### src/rtl/rib_bridge.sv
// Data-memory bridge: arbitrates debug and core accesses onto one valid/ready slave bus.
// Optional RIB_TIMEOUT_EN aborts a stuck ADDR/DATA phase after TIMEOUT_CYCLES cycles.
module rib_bridge #(
  parameter int unsigned ADDR_W         = 32,
  parameter int unsigned DATA_W         = 32,
  parameter int unsigned TIMEOUT_CYCLES = 255
) (
  input  logic              clk_i,
  input  logic              rst_n_i,
  input  logic              mem_rib_rreq_i,
  input  logic [ADDR_W-1:0] mem_raddr_i,
  input  logic              mem_rib_wreq_i,
  input  logic              mem_wen_i,
  input  logic [ADDR_W-1:0] mem_waddr_i,
  input  logic [DATA_W-1:0] mem_wdata_i,
  output logic [DATA_W-1:0] mem_rdata_o,
  output logic              rib_hold_flag_o,
  input  logic              dbg_req_i,
  input  logic              dbg_we_i,
  input  logic [ADDR_W-1:0] dbg_addr_i,
  input  logic [DATA_W-1:0] dbg_wdata_i,
  output logic [DATA_W-1:0] dbg_rdata_o,
  output logic              dbg_ack_o,
  output logic              s_valid_o,
  input  logic              s_ready_i,
  output logic              s_we_o,
  output logic [ADDR_W-1:0] s_addr_o,
  output logic [DATA_W-1:0] s_wdata_o,
  input  logic              s_rvalid_i,
  input  logic [DATA_W-1:0] s_rdata_i,
  output logic              bus_err_o
);

  typedef enum logic [1:0] {StIdle, StAddr, StData, StDone} state_e;

  state_e            state_q, state_d;
  logic              owner_dbg_q, owner_dbg_d;
  logic [ADDR_W-1:0] addr_q, addr_d;
  logic              we_q, we_d;
  logic [DATA_W-1:0] wdata_q, wdata_d;
  logic [DATA_W-1:0] mem_rdata_q, mem_rdata_d;
  logic [DATA_W-1:0] dbg_rdata_q, dbg_rdata_d;
  logic              core_wr, core_req, abort;

  assign core_wr  = mem_rib_wreq_i & mem_wen_i;
  assign core_req = core_wr | mem_rib_rreq_i;

`ifdef RIB_TIMEOUT_EN
  localparam int unsigned CntW = $clog2(TIMEOUT_CYCLES + 1);

  logic [CntW-1:0] cnt_q, cnt_d;
  logic            busy, err_q;

  assign busy  = (state_q == StAddr) || (state_q == StData);
  assign cnt_d = !busy ? '0 : (&cnt_q) ? cnt_q : cnt_q + 1'b1;
  // Abort in the cycle the count reaches the limit, unless the phase completes anyway.
  assign abort = busy && (cnt_q == CntW'(TIMEOUT_CYCLES - 1)) &&
                 !((state_q == StAddr) ? s_ready_i : s_rvalid_i);
  assign bus_err_o = err_q;

  always_ff @(posedge clk_i or negedge rst_n_i) begin
    if (!rst_n_i) begin
      cnt_q <= '0;
      err_q <= 1'b0;
    end else begin
      cnt_q <= cnt_d;
      err_q <= abort;
    end
  end
`else
  logic unused_timeout;
  assign unused_timeout = ^TIMEOUT_CYCLES;
  assign abort          = 1'b0;
  assign bus_err_o      = 1'b0;
`endif

  always_comb begin
    state_d     = state_q;
    owner_dbg_d = owner_dbg_q;
    addr_d      = addr_q;
    we_d        = we_q;
    wdata_d     = wdata_q;
    mem_rdata_d = mem_rdata_q;
    dbg_rdata_d = dbg_rdata_q;
    unique case (state_q)
      StIdle: begin
        if (dbg_req_i) begin
          state_d     = StAddr;
          owner_dbg_d = 1'b1;
          addr_d      = dbg_addr_i;
          we_d        = dbg_we_i;
          wdata_d     = dbg_wdata_i;
        end else if (core_wr) begin
          state_d     = StAddr;
          owner_dbg_d = 1'b0;
          addr_d      = mem_waddr_i;
          we_d        = 1'b1;
          wdata_d     = mem_wdata_i;
        end else if (mem_rib_rreq_i) begin
          state_d     = StAddr;
          owner_dbg_d = 1'b0;
          addr_d      = mem_raddr_i;
          we_d        = 1'b0;
          wdata_d     = '0;
        end
      end
      StAddr: begin
        if (s_ready_i) state_d = we_q ? StDone : StData;
      end
      StData: begin
        if (s_rvalid_i) begin
          state_d = StDone;
          if (owner_dbg_q) dbg_rdata_d = s_rdata_i;
          else             mem_rdata_d = s_rdata_i;
        end
      end
      StDone:  state_d = StIdle;
      default: state_d = StIdle;
    endcase
    if (abort) begin
      state_d = StDone;
      if (!we_q) begin
        if (owner_dbg_q) dbg_rdata_d = '0;
        else             mem_rdata_d = '0;
      end
    end
  end

  always_ff @(posedge clk_i or negedge rst_n_i) begin
    if (!rst_n_i) begin
      state_q     <= StIdle;
      owner_dbg_q <= 1'b0;
      addr_q      <= '0;
      we_q        <= 1'b0;
      wdata_q     <= '0;
      mem_rdata_q <= '0;
      dbg_rdata_q <= '0;
    end else begin
      state_q     <= state_d;
      owner_dbg_q <= owner_dbg_d;
      addr_q      <= addr_d;
      we_q        <= we_d;
      wdata_q     <= wdata_d;
      mem_rdata_q <= mem_rdata_d;
      dbg_rdata_q <= dbg_rdata_d;
    end
  end

  assign s_valid_o   = (state_q == StAddr);
  assign s_addr_o    = addr_q;
  assign s_we_o      = we_q;
  assign s_wdata_o   = wdata_q;
  assign mem_rdata_o = mem_rdata_q;
  assign dbg_rdata_o = dbg_rdata_q;
  assign dbg_ack_o   = (state_q == StDone) && owner_dbg_q;

  // Gated by reset so the stall is released the moment reset is applied.
  assign rib_hold_flag_o = rst_n_i &&
      ((core_req && !((state_q == StDone) && !owner_dbg_q)) ||
       ((state_q != StIdle) && owner_dbg_q) ||
       (dbg_req_i && (state_q == StIdle)));

endmodule

### config.mk
export PLATFORM = sky130hd
export DESIGN_NAME = rib_bridge
export DESIGN_NICKNAME = d
export VERILOG_FILES = /design/src/rtl/rib_bridge.sv
export SDC_FILE = /design/constraint.sdc
export NUM_CORES = 1
export LEC_CHECK = 0
export ABC_AREA = 1
export CORE_MARGIN = 2
export CORE_UTILIZATION = 36
export DETAILED_ROUTE_END_ITERATION = 12
export PLACE_DENSITY_LB_ADDON = 0.05
export SYNTH_ARGS = -nofsm -noshare
export SYNTH_HDL_FRONTEND = slang
export SYNTH_SLANG_ARGS = --single-unit
### constraint.sdc
create_clock -name clk_i -period 1.55 [get_ports clk_i]
set_input_delay 0.155 -clock clk_i [delete_from_list [all_inputs] [get_ports clk_i]]
set_output_delay 0.155 -clock clk_i [all_outputs]
set_load 0.01 [all_outputs]
Fig. 1: routing congestion map
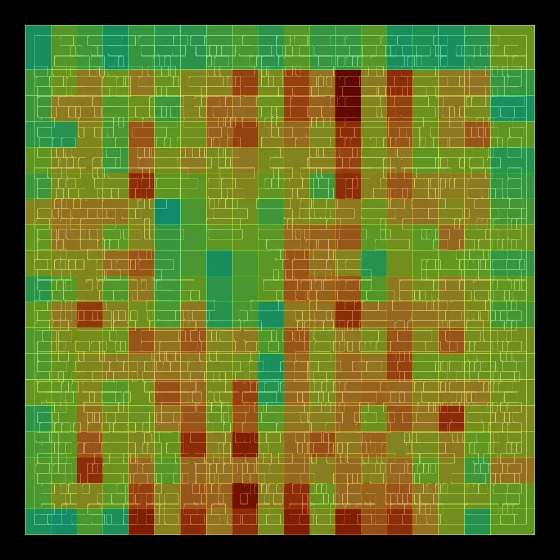
met3 usage: 8.35%
drt wl/cell: 16.2 microns

Fig. 2: a small window of the routed layout
Window x 53 to 83, y 26 to 56 microns. Cells in grey, sequential cells in the stronger grey; small squares are vias.
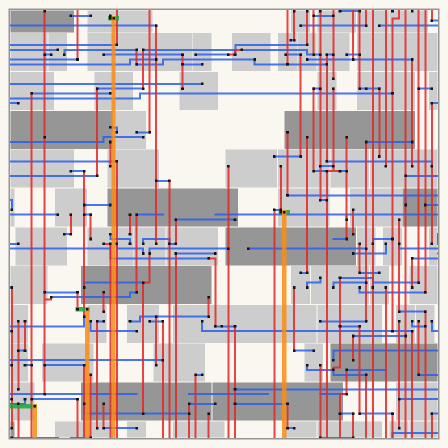
| colour | layer |
|---|---|
| orange | M4 |
| green | M3 |
| red | M2 |
| blue | M1 |
cells with their middle in the window: 60
netlist names of flops here include: `s_addr_o` (4), `s_wdata_o` (4)
sequential cells in the window: 8
most frequent: nand2_1 (13), clkdlybuf4s50_1 (13), dfrtp_1 (8)

Fig. 3: wire density map
(3 px per micron) 27 x 27 tiles, from white (low) to dark blue (high), scaled to the fullest tile. Values are wire area over tile area, all layers added.
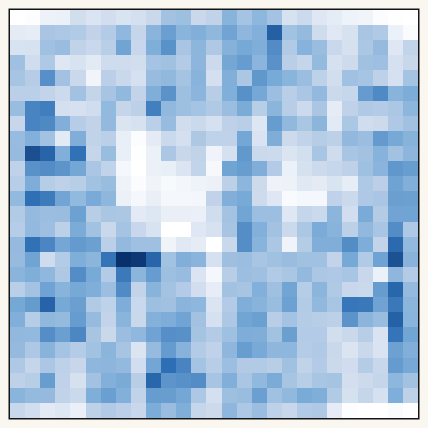
nearly empty tiles: 2.1%
tiles over half the peak: 17%
fullest tile: 0.57
mean over tiles: 0.20
Tot GR Track Use: 23.0%
final wirelength: 22700 microns
Vias: 6571

==> summary.txt <==
impl run done, here's what came out: most used cell, CP=nand2_1, hold endpoint=mem_rdata_o[29]$_DFFE_PN0P_, met2 WL=approximately 11000 microns, crit path DAT=1.53 ns, cell family with most CP delay=flip-flops, status=finished with violations, clock network area share=~5.5%, worst slack at placement=-0.311 ns, CP Cell Sequence=ha_2 -> nand2_1 -> nand2_1 -> a31oi_4 -> buf_6, final instance area=11400 sq um, maximum number of pins on one net before global-route repair=133, DRT Pass-1 Iters=5, sequential power share=29.5%, Critical path origin=state_q[1]$_DFFE_PN0P_, Top Usage Layer GRT=met2, slack of the critical path=-0.139 ns, most numerous logic cells after layout=nand2_1 (321), clkdlybuf4s50_1 (305), dfrtp_1 (132), max incr delay on CP=0.42 ns, combinational gate area=~2800 sq um, main area contributors=dfrtp_1 (53%), nand2_1 (22%), nand3_1 (8.2%), placed cells=1346, Lkg Pwr=roughly 5.7 nW, failing checks=setup timing, # Cells Yosys=809, Pwr top=combinational cells, worst setup path endpoint=rib_hold_flag_o, GPL Wtd Cong=0.826, first-pass GRT wire length=32700 microns, final-layout clock buffer total=18, Ys Warns=0, CP startpoint kind=flip-flop, CORE AREA=17200 sq um, period utilization=109%, CP Buf/Inv Count=1, M1 wire length=approximately 8900 microns, Syn-to-layout area delta=81.3%, HPWL after DPL=14600 microns, final cell count without fillers=1402, Initial Util=36.5%, Post-CTS Setup Inserts=6, Adder Area Share=0.798%, Avg Cell Area, Syn=just under 8 sq um, Data buffer area share=a little under two fifths, final setup fails=68, Critical Path End Type=primary output, top-count cell post-synth=nand2_1, dpl cell area=about 10000 sq um, Signal buffers=between 300 and 400
Power and IR drop assume default switching activity.
